## src/rtl/pattern_bit_serializer.sv

```systemverilog
// Parallel-to-serial front end for the serial pattern detectors.
// Words arrive over valid/ready. They leave one bit per enabled clock on dout.
// A one-word holding buffer lets consecutive words follow each other with no
// idle bit in between.
module pattern_bit_serializer #(
    parameter int WIDTH     = 8,
    parameter bit MSB_FIRST = 1'b1
) (
    input  logic             clk,
    input  logic             reset,
    input  logic             s_valid,
    output logic             s_ready,
    input  logic [WIDTH-1:0] s_data,
    input  logic             en,
    output logic             dout,
    output logic             dout_valid,
    output logic             last,
    output logic             busy
);

    localparam int CW = (WIDTH > 1) ? $clog2(WIDTH) : 1;
    localparam logic [CW-1:0] CNT_LAST = CW'(WIDTH - 1);

    typedef enum logic {
        IDLE  = 1'b0,
        SHIFT = 1'b1
    } state_t;

    state_t           state, state_next;
    logic [WIDTH-1:0] shift_reg, shift_next;
    logic [WIDTH-1:0] hold_reg, hold_next;
    logic             hold_full, hold_full_next;
    logic [CW-1:0]    bit_cnt, bit_cnt_next;

    logic accept;
    logic complete;
    logic send_bit;

    // s_ready depends only on the registered hold flag, so there is no
    // combinational path from en or s_valid to s_ready.
    assign s_ready  = !hold_full;
    assign accept   = s_valid && s_ready;
    assign complete = (state == SHIFT) && en && (bit_cnt == CNT_LAST);
    assign send_bit = MSB_FIRST ? shift_reg[WIDTH-1] : shift_reg[0];

    // All outputs are decoded from registers. An asynchronous reset therefore
    // forces them to idle values at once.
    assign dout_valid = (state == SHIFT);
    assign dout       = dout_valid && send_bit;
    assign last       = dout_valid && (bit_cnt == CNT_LAST);
    assign busy       = (state == SHIFT) || hold_full;

    // State register; reset discards any partial word and the held word.
    always_ff @(posedge clk or posedge reset) begin
        if (reset) begin
            state     <= IDLE;
            shift_reg <= '0;
            hold_reg  <= '0;
            hold_full <= 1'b0;
            bit_cnt   <= '0;
        end else begin
            state     <= state_next;
            shift_reg <= shift_next;
            hold_reg  <= hold_next;
            hold_full <= hold_full_next;
            bit_cnt   <= bit_cnt_next;
        end
    end

    // Next-state logic. s_data is only copied on an accept, so a word that
    // was not accepted (or an X on s_data) never reaches the datapath.
    always_comb begin
        state_next     = state;
        shift_next     = shift_reg;
        hold_next      = hold_reg;
        hold_full_next = hold_full;
        bit_cnt_next   = bit_cnt;

        unique case (state)
            IDLE: begin
                // The load does not wait for en. The first bit shows on the
                // next cycle.
                if (accept) begin
                    shift_next   = s_data;
                    bit_cnt_next = '0;
                    state_next   = SHIFT;
                end
            end
            SHIFT: begin
                if (complete) begin
                    // Refill with no bubble. The held word wins. A new word can
                    // only arrive here when the holding buffer is empty.
                    bit_cnt_next = '0;
                    if (hold_full) begin
                        shift_next     = hold_reg;
                        hold_full_next = 1'b0;
                    end else if (accept) begin
                        shift_next = s_data;
                    end else begin
                        state_next = IDLE;
                    end
                end else begin
                    if (en) begin
                        bit_cnt_next = bit_cnt + CW'(1);
                        if (MSB_FIRST)
                            shift_next = {shift_reg[WIDTH-2:0], 1'b0};
                        else
                            shift_next = {1'b0, shift_reg[WIDTH-1:1]};
                    end
                    // Words accepted mid-word, stalled or not, wait in the buffer.
                    if (accept) begin
                        hold_next      = s_data;
                        hold_full_next = 1'b1;
                    end
                end
            end
            default: state_next = IDLE;
        endcase
    end

endmodule

```

## config.mk

```make
export PLATFORM = sky130hd
export DESIGN_NAME = pattern_bit_serializer
export DESIGN_NICKNAME = d
export VERILOG_FILES = /design/src/rtl/pattern_bit_serializer.sv
export SDC_FILE = /design/constraint.sdc
export NUM_CORES = 1
export LEC_CHECK = 0
export CORE_MARGIN = 3
export CORE_UTILIZATION = 45
export CTS_BUF_LIST = sky130_fd_sc_hd__clkbuf_8
export DETAILED_ROUTE_END_ITERATION = 10
export PLACE_DENSITY_LB_ADDON = 0.12
export SETUP_SLACK_MARGIN = 0.3
export SYNTH_ARGS = -nofsm -noshare
export SYNTH_HDL_FRONTEND = slang
export SYNTH_SLANG_ARGS = --single-unit
```

## constraint.sdc

```tcl
create_clock -name clk -period 1.5 [get_ports clk]
set_input_delay 0.15 -clock clk [delete_from_list [all_inputs] [get_ports clk]]
set_output_delay 0.15 -clock clk [all_outputs]
set_load 0.005 [all_outputs]
```

==> run_1/metal_density.png <==
Bar = 20 um. The die is cut into 11 by 11 equal tiles; black is low, pale yellow is high, scaled to the fullest tile. Values are wire area over tile area, all layers added.
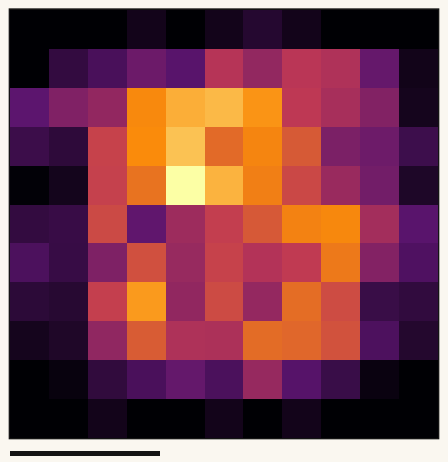
nearly empty tiles: 16%
tiles over half the peak: 29%
fullest tile: 0.49

==> run_1/flops_by_reg.png <==
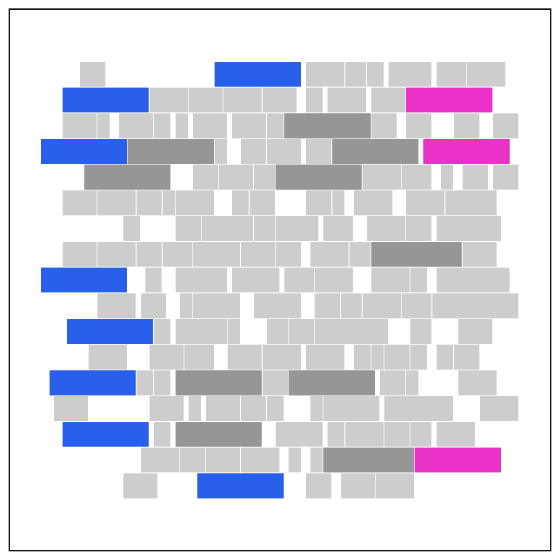
| netlist name | color | sequential cells |
|---|---|---|
| `hold_reg` | blue | 8 |
| `bit_cnt` | magenta | 3 |
not colored: 10

==> results.toml, run 1 <==
# synthesis and place-and-route metrics
[run_status]
status = "finished, violations left"
violations = "negative setup slack"

[power_and_ir_drop]
seq_power_share_pct = 35.9
clkPwrFrac_pct = 13.7
p_switching_mw = 0.864
power_mw = 2.64
power.leakage_nw = 0.823
combPwrFrac_pct = 50.4
power_density_mw_per_mm2 = 1450
switching_share_pct = 32.7

[detailed_routing]
firstDrtPassIters = 4
drc = 0
avgViaCountPerCell = 5.70
avgRoutedWirePerCell_um = 17.5
ant_nets = 0
drtIter0Drc = 42
wirelength_mm = 3.31

[job]
warnings = 29

[synth]
synthesis.nets = 125
ys_top_cells_by_area = "dfrtp_1, mux2_2, a221o_1, nand3_1, o221ai_1"
yosys_warnings = 0
synth.yosys.seq_area_share_pct = 44.7
netlist_area_mm2 = 0.00118
async_flop_share_pct = 100
ys.flops = 21
yosys.area.top_type = "dfrtp_1"
synth.avg_cell_area_um2 = 10.6
yosysUniqueCellTypes = 33
ys_cells = 111
top_cell_area_share_pct = 44.7

[critical_path]
path_cells = "ha_2, ha_4, buf_12, nand2b_4, o221ai_1, a221o_1"
crit_type = "reg2reg"
crit_buf_inv = 1
critPathMaxFanout = 7
crit_arrival_ns = 1.70
r2r_setup_slack_ns = -0.06
crit_slowest_cell = "dfrtp_1"
worstSetupEndpointType = "flip-flop"
cp.required_ns = 1.64
cp.depth = 6

[place]
dp_cells = 169
placed_area_mm2 = 0.00153
place_hpwl_mm = 2.02
place_congestion = 0.838

[clocking]
cts_root_buffer = "clkbuf_8"
insertion_delay_ns = 0.25
htree_levels = 1
clock-sinks = 21
clk_path_buf_depth = 2
cts_tree = "yes"

[finish]
final_cells = 189
buffers = 54
drive_gt1_share_pct = 47.8
area_growth_pct = 55.0
buf_share_pct = 27.6
n_all_inverters = 7
logic_gate_count = 75
antenna_cells = 0
seq_area_um2 = 528
comb_share_pct = 37.5
finalInstanceArea_mm2 = 0.00182
biggestCellCategory = "combinational gates"
clock_buffers = 3

[final_timing]
period_needed_ns = 1.56
hold_viol = 0
clock_skew_ns = 0.00395
timing.fmax_mhz = 642
rsz0062_at_grt = "yes"
worst_pin_slew_ns = 0.304
layout_setup_ws_ns = -0.0579
fin_tns_setup_ns = -0.378
setup_viol = 15

[floorplan]
coreArea_mm2 = 0.00234
die_w_um = 57.1
die_area_mm2 = 0.00326
n_tap_cell = 28
ioPinCount = 17
initCoreUtil_pct = 50.3

[grt]
grt_overflow = 0
antenna_found_initial = 0
grt_pass1_vias = 1086
grt_first_pass_wirelength_mm = 5.22
grt_usage_pct = 20.0

[hold_path]
hp-class = "in2async"
==> run_1/placement_by_type.png <==
Fill, decap, tap and diode cells in gray.
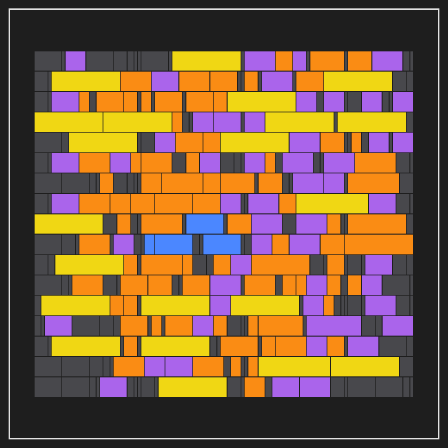
| class | color | cells |
|---|---|---|
| other buffers and delay cells | purple | 54 |
| combinational and other logic | orange | 82 |
| clock drivers and dummy loads | blue | 4 |
| flops | yellow | 21 |

## run 1: worst reg2reg max path, stage by stage (launching register included)
cell and delay (ns):
dfrtp_1 0.39, ha_2 0.20, ha_4 0.18, buf_12 0.13
nand2b_4 0.11, o221ai_1 0.13, a221o_1 0.30
## run 1: per-stage QoR
stage | setup slack (ns) | util [%] | hold WS, ns
floorplan | 0.0598 | - | 0.127
global placement | -0.0964 | 65.5 | 0.485
detailed placement | -0.145 | 65.5 | 0.497
CTS | -0.0518 | 73.7 | 0.241
global route | -0.100 | 77.9 | 0.245
finish | -0.0579 | 77.9 | 0.223
## run 1: cell usage in the layout (no fill, tap or decap), types with 2 or more instances in the layout
master / n
buf_4: 25
dfrtp_1: 19
buf_6: 16
clkdlybuf4s50_1: 11
mux2_2: 10
nand3_1: 8
inv_1: 7
nand2_1: 6
a221o_1: 6
mux2i_1: 4
o221ai_2: 3
a21oi_1: 3
clkbuf_8: 3
nand2b_4: 2
and2_4: 2
nor3_1: 2
o221ai_1: 2
and3_1: 2
nand2b_1: 2
o21ai_1: 2
dfrtp_2: 2
## run 1: Yosys cell counts (2+ instances only)
cell type and number:
and3_1 2, inv_1 7, buf_2 3, a31oi_1 2
nand2_1 6, ha_1 2, mux2_2 10, and2_1 2
o221ai_1 5, a21oi_1 3, o21ai_0 4, buf_6 2
nor3_1 2, nand2b_1 4, nand3_1 9, a221o_1 6
dfrtp_1 21, clkbuf_1 3, mux2i_1 4
## run 1: layer usage
metal	wire length, um	global-route usage (%)	up-vias	share of wire (%)
met2	1690	34.9	32	51
li1	-	-	511	-
met5	0	0	-	0
met3	131	3.39	6	4.0
met1	1440	25.8	529	43
met4	47	4.97	0	1.4
## run 1: timing repair
action	in CTS	in global routing
resized	41	13
buffers inserted	12	4
pin swaps	5	8
hold buffers	0	0
endpoints found under the setup margin	24	25
## run 1: power by group through the flow
stage / clock network (mW) / registers [mW] / logic, mW
2_1_floorplan: 0 / 0.911 / 0.635
3_3_place_gp: 0 / 0.973 / 0.890
3_5_place_dp: 0 / 0.980 / 0.923
4_1_cts: 0.361 / 0.942 / 1.14
5_1_grt: 0.392 / 0.976 / 1.44
6_report: 0.361 / 0.949 / 1.33
## run 1: logic make-up (layout without fill, tap and decap cells)
group	Yosys count	after routing	synth area share [%]
and+or+nand+nor	34	34	17.8
AOI/OAI and AO/OA	25	25	16.1
DFF	21	21	44.7
buffers and inverters	15	65	6.38
muxes	14	14	13.0
adders and majority gates	2	2	2.13
## run 1: worst paths after layout
check,end,from
max,shift_reg[4]$_DFFE_PP0P_,bit_cnt[1]$_DFFE_PP0P_
max in group asynchronous,dout_valid$_DFF_PP0_,reset
min reg2reg,hold_reg[4]$_DFFE_PP0P_,hold_reg[4]$_DFFE_PP0P_
min,hold_reg[0]$_DFFE_PP0P_,reset
min in group clk,hold_reg[4]$_DFFE_PP0P_,hold_reg[4]$_DFFE_PP0P_
max reg2reg,shift_reg[4]$_DFFE_PP0P_,bit_cnt[1]$_DFFE_PP0P_
==> run_1/wires.png <==
Bar = 20 um. Only two layers are drawn.
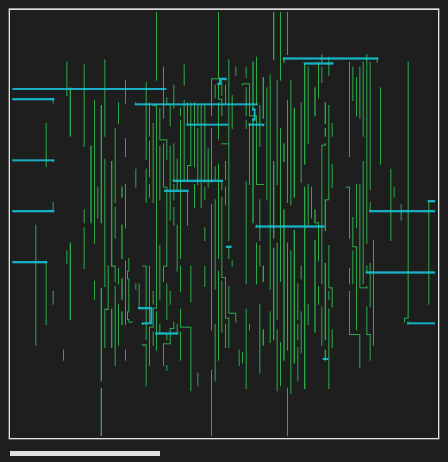

==> run 1 -> run 2 <==
--- a/config.mk
+++ b/config.mk
@@ -5,6 +5,8 @@
 export SDC_FILE = /design/constraint.sdc
 export NUM_CORES = 1
 export LEC_CHECK = 0
+export CAP_MARGIN = 10
+export CORE_ASPECT_RATIO = 1.1
 export CORE_MARGIN = 3
 export CORE_UTILIZATION = 45
 export CTS_BUF_LIST = sky130_fd_sc_hd__clkbuf_8
==> run_2/wires.png <==
Bar = 20 um. Only two layers are drawn.
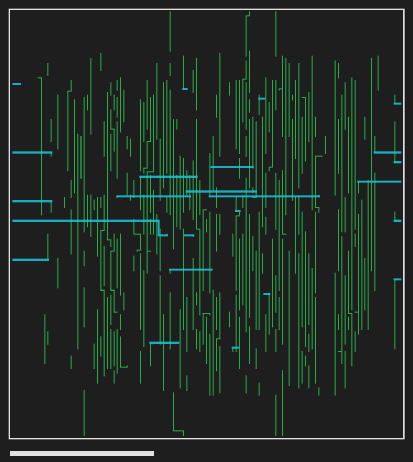
| layer | color | wire length |
|---|---|---|
| metal 2 | green | 1920 um |
| metal 3 | cyan | 114 um |

==> run_2/placement.png <==
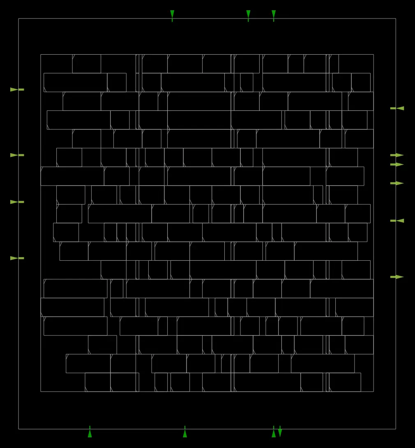
Fill cells: 124
tap cells: 30
Flops: 21
area of the core: 0.00236 mm2
# rows: 18

==> results.toml, run 2 <==
# synthesis and place-and-route metrics
[floorplan]
die_area_mm2 = 0.00326
die_w_um = 54.7
initCoreUtil_pct = 49.7
ioPinCount = 17

[synth]
ys_top_cells_by_count = "dfrtp_1, mux2_2, nand3_1"
yosys_warnings = 0
async_flop_share_pct = 100
yosys.area.top_type = "dfrtp_1"
synth.yosys.seq_area_share_pct = 44.7
yosysUniqueCellTypes = 33
ys_cells = 111
ys.flops = 21
synth.most_common_cell = "dfrtp_1"
ys_top_cells_by_area = "dfrtp_1, mux2_2, a221o_1, nand3_1, o221ai_1"
top_cell_area_share_pct = 44.7
synthesis.nets = 125
netlist_area_mm2 = 0.00118
synth.avg_cell_area_um2 = 10.6

[grt]
grt_overflow = 0
grt_max_degree = 22
grt_first_pass_wirelength_mm = 5.38
grt_pass1_vias = 1133
grt_usage_pct = 23.8
antenna_found_initial = 0

[final_timing]
finalClockPeriodUsage_pct = 110
fin_tns_setup_ns = -1.68
timing.fmax_mhz = 607
hold_viol = 0
layout_setup_ws_ns = -0.148
rsz0062_at_grt = "yes"
worst_pin_slew_ns = 0.347
period_needed_ns = 1.65
setup_viol = 18
clock_skew_ns = 0.000695

[critical_path]
critPathMaxFanout = 5
cp.required_ns = 1.65
crit_type = "reg2reg"
crit_arrival_ns = 1.79
worstSetupEndpointType = "flip-flop"

[finish]
nNetsFinal = 177
antenna_cells = 0
drive_gt1_share_pct = 54.9
area_growth_pct = 68.9
final_cell_mix = "buf_6, dfrtp_1, buf_4"
final_cells = 192
postLayoutCoreUtil_pct = 84.0
lay_top_count = "buf_6"

[detailed_routing]
wirelength_mm = 3.68
avgRoutedWirePerCell_um = 19.1
firstDrtPassIters = 4
ant_nets = 0
avgViaCountPerCell = 5.83
drc = 0
drtIter0Drc = 36

[clocking]
cts_tree = "yes"
cts_root_buffer = "clkbuf_8"
cts.hold.buffers_added = 0
htree_levels = 1
clk_path_buf_depth = 2
insertion_delay_ns = 0.26
clock-sinks = 21

[place]
dp_cells = 170
place_hpwl_mm = 2.10
place_congestion = 0.774

[power_and_ir_drop]
power_mw = 2.89
ir_drop_mv = 1.10
power_density_mw_per_mm2 = 1450
power.leakage_nw = 0.876

[hold_path]
hp-class = "in2async"

[run_status]
status = "finished, violations left"
violations = "negative setup slack"

[job]
warnings = 29
## run 2: netlist changes by cell type in the layout (fill, tap and decap cells not counted), sizes merged
| cell | delta |
|---|---|
| buf | +2 |
| clkinv | +2 |
| clkbuf | -1 |
| clkdlybuf4s50 | -1 |
| inv | -2 |
| dlymetal6s2s | +1 |
## run 2: power by group
| group | total [mW] | leakage, nW | internal (mW) | switching (mW) |
|---|---|---|---|---|
| clock | 0.376 | 0.0255 | 0.185 | 0.191 |
| combinational | 1.54 | 0.592 | 0.896 | 0.644 |
| sequential | 0.974 | 0.258 | 0.799 | 0.175 |
| total | 2.89 | 0.876 | 1.88 | 1.01 |
## run 2: worst max-delay path: stages, from the launching register on
cell      delay, ns
dfrtp_1        0.39
ha_2           0.20
ha_4           0.14
buf_8          0.14
buf_4          0.15
nand2b_1       0.16
a21oi_2        0.08
a221o_1        0.28
## run 2: repair_timing
item,4_1_cts,5_1_grt
setup buffers,14,4
resized,61,22
pin swaps,12,6
setup endpoints to repair,24,25
hold endpoints to repair,0,0
## run 2: cell type report
type / instances / area [um2] / share of cell area (%)
Sequential cell: 21 / 528 / 26.6
Inverter: 7 / 38.8 / 1.95
Clock buffer: 3 / 41.3 / 2.08
Tap cell: 30 / 37.5 / 1.89
Clock inverter: 1 / 5.00 / 0.252
Timing Repair Buffer: 55 / 552 / 27.8
Multi-Input combinational cell: 75 / 785 / 39.5
## run 2: cell families (layout without fill, tap and decap cells)
logic type / count (synthesis) / count (layout) / share of synthesized area, %
fa+ha+maj: 2 / 2 / 2.13
flops: 21 / 21 / 44.7
mux: 14 / 14 / 13.0
simple gates: 34 / 34 / 17.8
buf+inv: 15 / 66 / 6.38
compound gates: 25 / 25 / 16.1
## run 2: metal layers
layer | global-route usage, % | part of all wire, % | routed length, um | up-vias
li1 | - | - | - | 522
met1 | 28.5 | 42 | 1530 | 558
met2 | 39.2 | 52 | 1920 | 28
met3 | 3.27 | 3.1 | 113 | 11
met4 | 14.6 | 3.2 | 116 | 0
met5 | 0 | 0 | 0 | -
## run 2: final timing paths
| kind | from | cells past startpoint | endpoint | slack [ns] |
|---|---|---|---|---|
| max in group asynchronous | reset | 3 | dout_valid$_DFF_PP0_ | 1.03 |
| worst max register to register | bit_cnt[0]$_DFFE_PP0P_ | 7 | shift_reg[7]$_DFFE_PP0P_ | -0.15 |
| worst min-delay path | reset | 3 | shift_reg[7]$_DFFE_PP0P_ | 0.23 |
| min in group clk | en | 4 | bit_cnt[2]$_DFFE_PP0P_ | 0.45 |
| worst max-delay path | bit_cnt[0]$_DFFE_PP0P_ | 7 | shift_reg[7]$_DFFE_PP0P_ | -0.15 |
| worst min register to register | hold_reg[6]$_DFFE_PP0P_ | 1 | hold_reg[6]$_DFFE_PP0P_ | 0.50 |
## run 2: metrics by stage
| step | area, um2 | hold slack (ns) | worst slack (ns) |
|---|---|---|---|
| global placement | 1530 | 0.482 | -0.0936 |
| global route | 1990 | 0.248 | -0.186 |
| detailed placement | 1530 | 0.487 | -0.144 |
| floorplan | 1220 | 0.127 | 0.0598 |
| finish | 1990 | 0.228 | -0.148 |
| CTS | 1840 | 0.222 | -0.145 |
Power and IR drop assume default switching activity.
